`config.mk`:
```
export PLATFORM = sky130hd
export DESIGN_NAME = zx_bus_update_sequencer
export DESIGN_NICKNAME = d
export VERILOG_FILES = /design/src/rtl/zx_bus_update_sequencer.sv
export SDC_FILE = /design/constraint.sdc
export NUM_CORES = 1
export LEC_CHECK = 0
export CAP_MARGIN = 5
export CORE_MARGIN = 3
export CORE_UTILIZATION = 55
export DETAILED_ROUTE_END_ITERATION = 12
export PLACE_DENSITY_LB_ADDON = 0.08
export RECOVER_POWER = 50
export SKIP_CTS_REPAIR_TIMING = 1
export SYNTH_ARGS = -nofsm -noshare
export SYNTH_HDL_FRONTEND = slang
export SYNTH_SLANG_ARGS = --single-unit
```
`constraint.sdc`:
```
create_clock -name clk -period 8.35 [get_ports clk]
set_clock_uncertainty 0.05 [all_clocks]
set_input_delay 1.67 -clock clk [delete_from_list [all_inputs] [get_ports clk]]
set_output_delay 1.67 -clock clk [all_outputs]
set_load 0.02 [all_outputs]
```
`src/rtl/zx_bus_update_sequencer.sv`:
```
`default_nettype none
// ============================================================================
// Module   : zx_bus_update_sequencer
// Brief    : Drives the CPLD register-load bus (DI + MX/MY/MKEY/JOY strobes)
//            for mouse/joystick updates and shifts queued keyboard-matrix
//            events out over the DAT/SK/STB serial link.
// Revision : 1.0 - initial release
// ============================================================================
module zx_bus_update_sequencer #(
  parameter int BUS_PHASE      = 2,
  parameter int SK_HALF        = 2,
  parameter int KEY_FIFO_DEPTH = 8
) (
  input  logic       clk,
  input  logic       rst,
  input  logic       mouse_valid,
  input  logic [7:0] mouse_x,
  input  logic [7:0] mouse_y,
  input  logic [7:0] mouse_btn,
  output logic       mouse_ready,
  input  logic       joy_valid,
  input  logic [7:0] joy_data,
  output logic       joy_ready,
  input  logic       key_valid,
  input  logic [6:0] key_addr,
  input  logic       key_state,
  output logic       key_ready,
  output logic [7:0] DI,
  output logic       MX,
  output logic       MY,
  output logic       MKEY,
  output logic       JOY,
  output logic       DAT,
  output logic       SK,
  output logic       STB,
  output logic       bus_busy,
  output logic       key_busy
);

  localparam int c_BP_W = (BUS_PHASE > 1) ? $clog2(BUS_PHASE) : 1;
  localparam int c_SK_W = (SK_HALF > 1) ? $clog2(SK_HALF) : 1;
  localparam int c_AW   = $clog2(KEY_FIFO_DEPTH);
  localparam int c_PW   = c_AW + 1;

  localparam logic [c_BP_W-1:0] c_BP_LAST   = c_BP_W'(BUS_PHASE - 1);
  localparam logic [c_SK_W-1:0] c_SK_LAST   = c_SK_W'(SK_HALF - 1);
  localparam logic [c_PW-1:0]   c_FIFO_FULL = c_PW'(KEY_FIFO_DEPTH);

  // --------------------------------------------------------------------------
  // Parallel bus engine
  // --------------------------------------------------------------------------
  typedef enum logic [1:0] {
    P_IDLE  = 2'd0,
    P_SETUP = 2'd1,
    P_PULSE = 2'd2,
    P_HOLD  = 2'd3
  } p_state_t;

  p_state_t               r_p_state, w_p_state_nxt;
  logic [c_BP_W-1:0]      r_p_cnt, w_p_cnt_nxt;
  logic [1:0]             r_p_idx, w_p_idx_nxt;
  logic                   r_p_mouse, w_p_mouse_nxt;
  logic [2:0][7:0]        r_p_bytes, w_p_bytes_nxt;
  logic                   r_ptr_joy, w_ptr_joy_nxt;
  logic                   w_grant_mouse, w_grant_joy;
  logic                   w_hs_mouse, w_hs_joy;
  logic                   w_p_cnt_done;
  logic [1:0]             w_p_last_idx;
  logic [7:0]             w_di_nxt;
  logic [3:0]             w_lstb_nxt;   // {JOY, MKEY, MY, MX}

  assign w_grant_mouse = mouse_valid && (!joy_valid || !r_ptr_joy);
  assign w_grant_joy   = joy_valid && (!mouse_valid || r_ptr_joy);
  assign mouse_ready   = (r_p_state == P_IDLE) && w_grant_mouse;
  assign joy_ready     = (r_p_state == P_IDLE) && w_grant_joy;
  assign w_hs_mouse    = mouse_valid && mouse_ready;
  assign w_hs_joy      = joy_valid && joy_ready;
  assign w_p_cnt_done  = (r_p_cnt == c_BP_LAST);
  assign w_p_last_idx  = r_p_mouse ? 2'd2 : 2'd0;

  always_comb begin
    w_p_state_nxt = r_p_state;
    w_p_cnt_nxt   = r_p_cnt;
    w_p_idx_nxt   = r_p_idx;
    w_p_mouse_nxt = r_p_mouse;
    w_p_bytes_nxt = r_p_bytes;
    w_ptr_joy_nxt = r_ptr_joy;
    case (r_p_state)
      P_IDLE: begin
        if (w_hs_mouse) begin
          w_p_state_nxt = P_SETUP;
          w_p_cnt_nxt   = '0;
          w_p_idx_nxt   = 2'd0;
          w_p_mouse_nxt = 1'b1;
          w_p_bytes_nxt = {mouse_btn, mouse_y, mouse_x};
          w_ptr_joy_nxt = 1'b1;
        end else if (w_hs_joy) begin
          w_p_state_nxt = P_SETUP;
          w_p_cnt_nxt   = '0;
          w_p_idx_nxt   = 2'd0;
          w_p_mouse_nxt = 1'b0;
          w_p_bytes_nxt = {8'hFF, 8'hFF, joy_data};
          w_ptr_joy_nxt = 1'b0;
        end
      end
      P_SETUP: begin
        if (w_p_cnt_done) begin
          w_p_state_nxt = P_PULSE;
          w_p_cnt_nxt   = '0;
        end else begin
          w_p_cnt_nxt = r_p_cnt + c_BP_W'(1);
        end
      end
      P_PULSE: begin
        if (w_p_cnt_done) begin
          w_p_state_nxt = P_HOLD;
          w_p_cnt_nxt   = '0;
        end else begin
          w_p_cnt_nxt = r_p_cnt + c_BP_W'(1);
        end
      end
      P_HOLD: begin
        if (w_p_cnt_done) begin
          w_p_cnt_nxt = '0;
          if (r_p_idx == w_p_last_idx) begin
            w_p_state_nxt = P_IDLE;
          end else begin
            w_p_state_nxt = P_SETUP;
            w_p_idx_nxt   = r_p_idx + 2'd1;
          end
        end else begin
          w_p_cnt_nxt = r_p_cnt + c_BP_W'(1);
        end
      end
      default: w_p_state_nxt = P_IDLE;
    endcase
  end

  // Bus outputs are registered from the next-state view so DI and the strobe
  // change on the same edge as the phase they belong to.
  always_comb begin
    w_di_nxt   = 8'hFF;
    w_lstb_nxt = 4'b0000;
    if (w_p_state_nxt != P_IDLE) begin
      case (w_p_idx_nxt)
        2'd1:    w_di_nxt = w_p_bytes_nxt[1];
        2'd2:    w_di_nxt = w_p_bytes_nxt[2];
        default: w_di_nxt = w_p_bytes_nxt[0];
      endcase
    end
    if (w_p_state_nxt == P_PULSE) begin
      w_lstb_nxt = w_p_mouse_nxt ? (4'b0001 << w_p_idx_nxt) : 4'b1000;
    end
  end

  always_ff @(posedge clk) begin
    if (rst) begin
      r_p_state             <= P_IDLE;
      r_p_cnt               <= '0;
      r_p_idx               <= 2'd0;
      r_p_mouse             <= 1'b0;
      r_p_bytes             <= '1;
      r_ptr_joy             <= 1'b0;
      DI                    <= 8'hFF;
      {JOY, MKEY, MY, MX}   <= 4'b0000;
      bus_busy              <= 1'b0;
    end else begin
      r_p_state             <= w_p_state_nxt;
      r_p_cnt               <= w_p_cnt_nxt;
      r_p_idx               <= w_p_idx_nxt;
      r_p_mouse             <= w_p_mouse_nxt;
      r_p_bytes             <= w_p_bytes_nxt;
      r_ptr_joy             <= w_ptr_joy_nxt;
      DI                    <= w_di_nxt;
      {JOY, MKEY, MY, MX}   <= w_lstb_nxt;
      bus_busy              <= (w_p_state_nxt != P_IDLE);
    end
  end

  // --------------------------------------------------------------------------
  // Keyboard event FIFO
  // --------------------------------------------------------------------------
  typedef enum logic [2:0] {
    S_IDLE   = 3'd0,
    S_ADDR   = 3'd1,
    S_DATA   = 3'd2,
    S_STROBE = 3'd3,
    S_GAP    = 3'd4
  } s_state_t;

  s_state_t               r_s_state, w_s_state_nxt;
  logic [7:0]             r_fifo [KEY_FIFO_DEPTH];
  logic [c_PW-1:0]        r_wr_ptr, r_rd_ptr, w_wr_ptr_nxt, w_rd_ptr_nxt;
  logic                   w_full, w_empty, w_push, w_pop;
  logic [7:0]             w_s_head;

  assign w_full       = ((r_wr_ptr - r_rd_ptr) == c_FIFO_FULL);
  assign w_empty      = (r_wr_ptr == r_rd_ptr);
  assign key_ready    = !w_full;
  assign w_push       = key_valid && !w_full;
  assign w_pop        = (r_s_state == S_IDLE) && !w_empty;
  assign w_wr_ptr_nxt = w_push ? (r_wr_ptr + c_PW'(1)) : r_wr_ptr;
  assign w_rd_ptr_nxt = w_pop ? (r_rd_ptr + c_PW'(1)) : r_rd_ptr;
  assign w_s_head     = r_fifo[r_rd_ptr[c_AW-1:0]];

  always_ff @(posedge clk) begin
    if (w_push) begin
      r_fifo[r_wr_ptr[c_AW-1:0]] <= {key_addr, key_state};
    end
  end

  // --------------------------------------------------------------------------
  // Serial keyboard engine
  // --------------------------------------------------------------------------
  logic [c_SK_W-1:0]      r_s_cnt, w_s_cnt_nxt;
  logic [2:0]             r_s_bit, w_s_bit_nxt;
  logic                   r_s_high, w_s_high_nxt;
  logic [6:0]             r_s_addr, w_s_addr_nxt;
  logic                   r_s_val, w_s_val_nxt;
  logic                   w_s_cnt_done;
  logic [6:0]             w_s_shift;
  logic                   w_dat_nxt, w_sk_nxt, w_stb_nxt;

  assign w_s_cnt_done = (r_s_cnt == c_SK_LAST);

  always_comb begin
    w_s_state_nxt = r_s_state;
    w_s_cnt_nxt   = r_s_cnt;
    w_s_bit_nxt   = r_s_bit;
    w_s_high_nxt  = r_s_high;
    w_s_addr_nxt  = r_s_addr;
    w_s_val_nxt   = r_s_val;
    case (r_s_state)
      S_IDLE: begin
        if (w_pop) begin
          w_s_state_nxt = S_ADDR;
          w_s_cnt_nxt   = '0;
          w_s_bit_nxt   = 3'd0;
          w_s_high_nxt  = 1'b0;
          w_s_addr_nxt  = w_s_head[7:1];
          w_s_val_nxt   = w_s_head[0];
        end
      end
      S_ADDR: begin
        if (w_s_cnt_done) begin
          w_s_cnt_nxt = '0;
          if (!r_s_high) begin
            w_s_high_nxt = 1'b1;
          end else begin
            w_s_high_nxt = 1'b0;
            if (r_s_bit == 3'd6) begin
              w_s_state_nxt = S_DATA;
            end else begin
              w_s_bit_nxt = r_s_bit + 3'd1;
            end
          end
        end else begin
          w_s_cnt_nxt = r_s_cnt + c_SK_W'(1);
        end
      end
      S_DATA, S_STROBE, S_GAP: begin
        if (w_s_cnt_done) begin
          w_s_cnt_nxt = '0;
          case (r_s_state)
            S_DATA:   w_s_state_nxt = S_STROBE;
            S_STROBE: w_s_state_nxt = S_GAP;
            default:  w_s_state_nxt = S_IDLE;
          endcase
        end else begin
          w_s_cnt_nxt = r_s_cnt + c_SK_W'(1);
        end
      end
      default: w_s_state_nxt = S_IDLE;
    endcase
  end

  // Address goes out MSB first: bit index n selects addr[6-n].
  assign w_s_shift = w_s_addr_nxt << w_s_bit_nxt;

  always_comb begin
    w_dat_nxt = 1'b0;
    w_sk_nxt  = 1'b0;
    w_stb_nxt = 1'b0;
    case (w_s_state_nxt)
      S_ADDR: begin
        w_dat_nxt = w_s_shift[6];
        w_sk_nxt  = w_s_high_nxt;
      end
      S_DATA: w_dat_nxt = w_s_val_nxt;
      S_STROBE: begin
        w_dat_nxt = w_s_val_nxt;
        w_stb_nxt = 1'b1;
      end
      default: ;
    endcase
  end

  always_ff @(posedge clk) begin
    if (rst) begin
      r_s_state <= S_IDLE;
      r_s_cnt   <= '0;
      r_s_bit   <= 3'd0;
      r_s_high  <= 1'b0;
      r_s_addr  <= 7'd0;
      r_s_val   <= 1'b0;
      r_wr_ptr  <= '0;
      r_rd_ptr  <= '0;
      DAT       <= 1'b0;
      SK        <= 1'b0;
      STB       <= 1'b0;
      key_busy  <= 1'b0;
    end else begin
      r_s_state <= w_s_state_nxt;
      r_s_cnt   <= w_s_cnt_nxt;
      r_s_bit   <= w_s_bit_nxt;
      r_s_high  <= w_s_high_nxt;
      r_s_addr  <= w_s_addr_nxt;
      r_s_val   <= w_s_val_nxt;
      r_wr_ptr  <= w_wr_ptr_nxt;
      r_rd_ptr  <= w_rd_ptr_nxt;
      DAT       <= w_dat_nxt;
      SK        <= w_sk_nxt;
      STB       <= w_stb_nxt;
      key_busy  <= (w_s_state_nxt != S_IDLE) || (w_wr_ptr_nxt != w_rd_ptr_nxt);
    end
  end

endmodule
`default_nettype wire

```
Fig. 1: power grid
Scale bar: 20 µm. Pins as bars on the die edge.
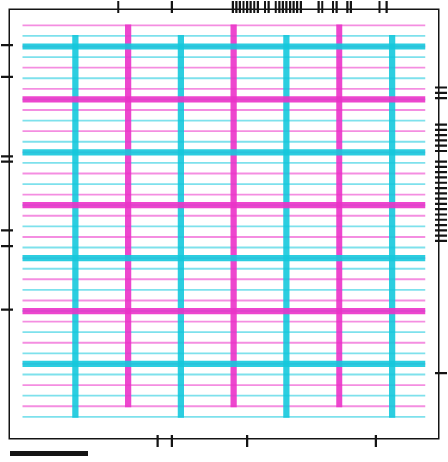
Key: cyan = VSS; magenta = VDD
38 met1 rails follow the rows. 65 signal pins sit on the boundary.

Fig. 2: cells colored by class
Scale bar: 20 µm.
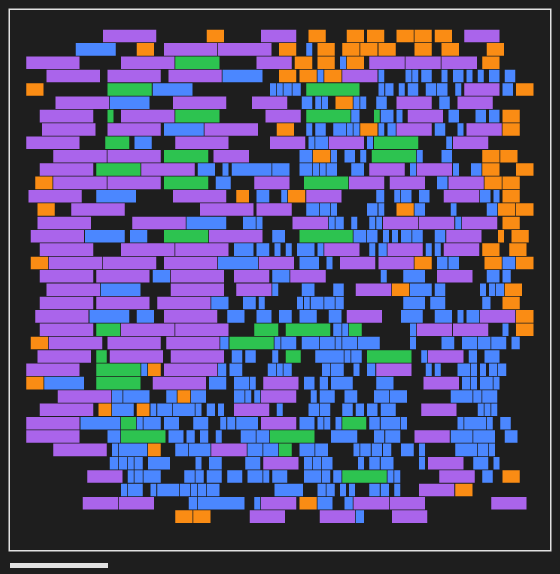
Key: blue = remaining logic cells [cells 358]; orange = remaining buffers and delay cells [cells 71]; green = clock drivers and dummy loads [cells 32]; purple = registers [cells 136]

Fig. 3: routed clock nets over the placement
Scale bar: 20 µm.
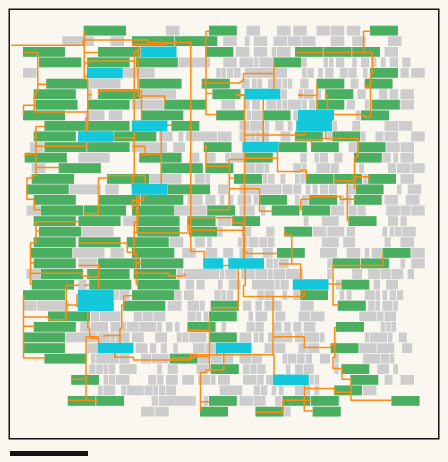
Key: orange = clock wires [length 1530 µm]; cyan = clock-net drivers [count 17]; green = flip-flops [count 136]
There are 18 routed clock nets. Position of the flops: all over the die.

==> CHANGELOG.md <==
## Implementation

- Inserted Diodes: 0
- Worst-case setup slack after placement: between 2 and 3 ns
- Synth top area cells: sky130_fd_sc_hd__edfxtp_1 32%, sky130_fd_sc_hd__dfxtp_1 24%, sky130_fd_sc_hd__mux4_2 5.3%
- Worst min-delay path startpoint: r_p_bytes[13]
- Largest type area fraction: between 30% and 40%
- Slew at the pin closest to its max-slew limit: 1.600 ns
- Antenna Violating Nets Remaining: 0
- FP Util: 57.14%
- Required time reported for the critical path endpoint: 6.63 ns
- First-pass GRT wire length: 20740 µm
- Cell count after synthesis: 523
- Flip-flop and latch count after synthesis: about 140
- # rows: 37
- Via/cell ratio: slightly below 6
- Top cells by count, synth: 72 x sky130_fd_sc_hd__dfxtp_1, 64 x sky130_fd_sc_hd__edfxtp_1, 63 x sky130_fd_sc_hd__nor2_1
- Fillers: ~780
- Number of input and output port buffers inserted: between 60 and 70
- Global routing met2 resource utilization: between 30% and 40%
- Type of the worst setup path: in -> out
- Async set-or-reset flop fraction in the synthesized netlist: 0%
- Avg Inst Size Synth: 11.38 µm²
- Setup repair after global routing missed its margin: false
- Slowest CP cell: sky130_fd_sc_hd__nand3_1
- Critical Path Start: joy_valid
- Final number of setup-violating endpoints: 0
- Synthesis Warnings: 0
- Tot Pwr: 0.002226 W
- TNS Setup: 0 ns
- Sequential element share of the synthesized area: 56.51%
- Gp weighted congestion: about 0.84
- Reported max-cap violation count: 1
- CP startpoint kind: input pin
- Synth unique cells: approximately 61
- Sort of element at the end of the critical path: primary output
- CTS H-tree lvls: 4
- Area share of fa/ha/maj cells after synthesis: 3.363%
- Y dimension of the die: between 100 and 150 µm
- Horiz. Die Dim: 110.0 µm
- Clock period minus worst slack: 5.545 ns
- Clock Tree Buf Depth: 2
- Result of the run: finished with violations
- Clock sink count: between 100 and 150
- Post-Synth Simple-Gate Area: between 10% and 20%
- Number of standard cells in the layout, taps in and fillers out: 733
- Hold WC Path Type: reg -> reg
- Cell Count Post-Placement: 701
- Final setup margin: about 2.8 ns
- I/O pins: roughly 65
- Root buffer selected by CTS: sky130_fd_sc_hd__clkbuf_8
- Total clock buffers created by CTS: 17
- Met3 wirelength from detailed routing: roughly 580 µm
- Via count: 4299
- Post-synthesis mux area share: 7.694%
- Routed met1 length: around 5500 µm
- Worst Hold Margin: 0.4370 ns
- Overall chip area: 12110 µm²
- Max layer used: met4
- Clock transition at the register clock pins on the worst setup and hold paths after CTS: 0.06 ns
- CP Buf/Inv Count: 3
- Count of warning messages emitted by the tools: 34
- Area Growth Syn to Fin: 23.48%
- Cell area after synthesis: 5952 µm²
- Core Footprint: 10420 µm²
- Most numerous cell in the Yosys netlist: sky130_fd_sc_hd__dfxtp_1
- Violations in the final reports: capacitance limit, slew limit
- TritonCTS clock tree: done
- Detailed-route wire length: roughly 13000 µm
- Peak clock frequency supported by timing: 180.3 MHz
- Post-Synth AOI/OAI Area: ~14%
- GRT overflow: 0
- Number of antenna violations at the first check in global routing: 0
- Dpl hpwl: approximately 8600 µm
- Initial detailed-routing violation count: 209
- Share of cells above drive strength 1: 11.39%
- Chip area from the yosys synthesis statistics: 5952 µm²
- Number of nets in the finished design: 645
- Share of the synthesized netlist area taken by xor and xnor gates: 2.628%
- Cell family with the largest share of critical-path delay: buffers and inverters
- DR pass1 iterations: 5
- Worst R2R Start: r_rd_ptr[1]
- Via count of the first global-routing pass: 4284
- Share of the cycle needed by the critical path after routing: 66.41%
- Slew Limit Headroom: -6.649%
- Post-route standard cell area excluding fillers: 7350 µm²
- Synthesized netlist net count: 584
- Largest area contributor in the netlist: sky130_fd_sc_hd__edfxtp_1
- Biggest fanout along the worst timing path: 25
- Pins over their slew limit: 36
- DR DRC count: 0
- Commonest register cell after synthesis: sky130_fd_sc_hd__dfxtp_1
- Peak VDD IR: 0.1891 mV
- Post-synth tally of flip-flops with integrated enable: 64
- Detail Route met2 WL: 6476 µm
- Most used cell along the critical path: sky130_fd_sc_hd__clkdlybuf4s50_1
- Endpoint arrival time on the critical path: around 3.8 ns
- Worst-skew pair later-pin latency: approximately 0.52 ns
- Total cell area at the placement stage: 6716 µm²
- Ratio of total power to cell area: roughly 300 nW/µm²
- Number of hold-slack violations in the final timing report: 0
- CP Cell Sequence: clkdlybuf4s50_1, nand2_1, nand3_1, inv_1, clkdlybuf4s50_1
- Maximum number of pins on one net before global-route repair: 36
- Crit path largest cell delay: between 0.6 and 0.7 ns
- Total global routing track utilization: between 20% and 30%
- Synth logic family: AND-OR/OR-AND gates
- LEAKAGE: 2.702 nW
- Met1 capacity usage during global routing: 28.07%
- Number of cell instances after yosys synthesis: approximately 520
Fig. 4: metal layers overlaid
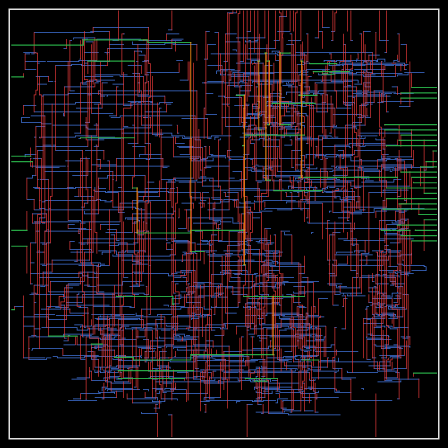
Key: blue = M1 [wire length 5470 µm]; orange = M4 [wire length 239 µm]; green = M3 [wire length 579 µm]; red = M2 [wire length 6480 µm]

Fig. 5: congestion heat map
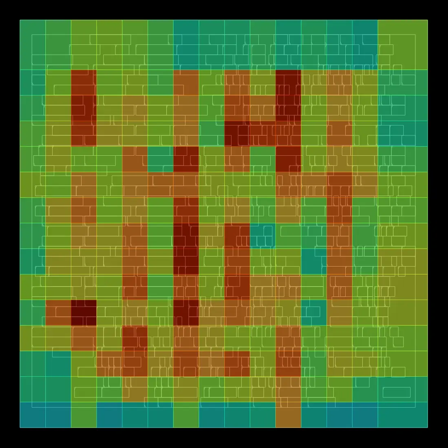
routing layer with the top usage in global route: met2
met3 routing resource usage after global routing: 5.300%
Final Core Density: 70.56%
average wire length per cell after detail routing: 17.41 µm

[where the power goes]
part | leakage [nW] | switching, W | internal (W) | total [W]
sequential | 1.17 | 0.0000646 | 0.000787 | 0.000852
clock | 0.307 | 0.000273 | 0.000505 | 0.000778
combinational | 1.22 | 0.000347 | 0.000250 | 0.000597
[flip-flops by register name, summed over array words and instances, names as in the netlist, 2 cells and up]
register and flops:
r_wr_ptr 4, r_p_bytes 24, r_s_bit 3, r_p_state 2, r_rd_ptr 4, r_s_addr 7, DI 8, r_s_state 3
r_p_idx 2, r_fifo 64
[cells in the final DEF, fill, tap and decap left out, drive strengths merged, types with 6 or more instances in the layout]
cell,n
mux2i,12
a21oi,21
clkbuf,26
dlygate4sd3,25
nor2,63
buf,6
a211oi,8
and2,6
dfxtp,72
nand2,36
nand3,12
clkdlybuf4s50,39
nor3,9
o22ai,26
xnor2,16
nor4,11
o31ai,10
edfxtp,64
mux4,14
inv,26
o21ai,11
ha,16
[cell type report]
type,instances,area [µm²],share of cell area (%)
Clock buffer,25,538.0,7.320
Timing Repair Buffer,71,689.4,9.380
Multi-Input combinational cell,335,2404,32.70
Inverter,23,86.33,1.175
Tap cell,136,170.2,2.315
Sequential cell,136,3363,45.76
Clock inverter,7,98.84,1.345
[worst reg2reg max path, delay by kind of cell, from the launching register on]
kind / cells / cell delay [ns]
AOI/OAI and AO/OA: 2 / 0.64
DFF: 1 / 0.93
buffers and inverters: 2 / 0.35
and+or+nand+nor: 3 / 0.95
adders and majority gates: 1 / 0.39
[path summary, 6_finish.rpt]
path              cells after the start             to  slack (ns)
setup / recovery                      5    mouse_ready        2.80
hold / removal                        2  r_p_bytes[13]        0.44
setup reg to reg                      8   r_fifo[6][5]        4.68
hold reg to reg                       2  r_p_bytes[13]        0.44
Power and IR drop assume default switching activity.
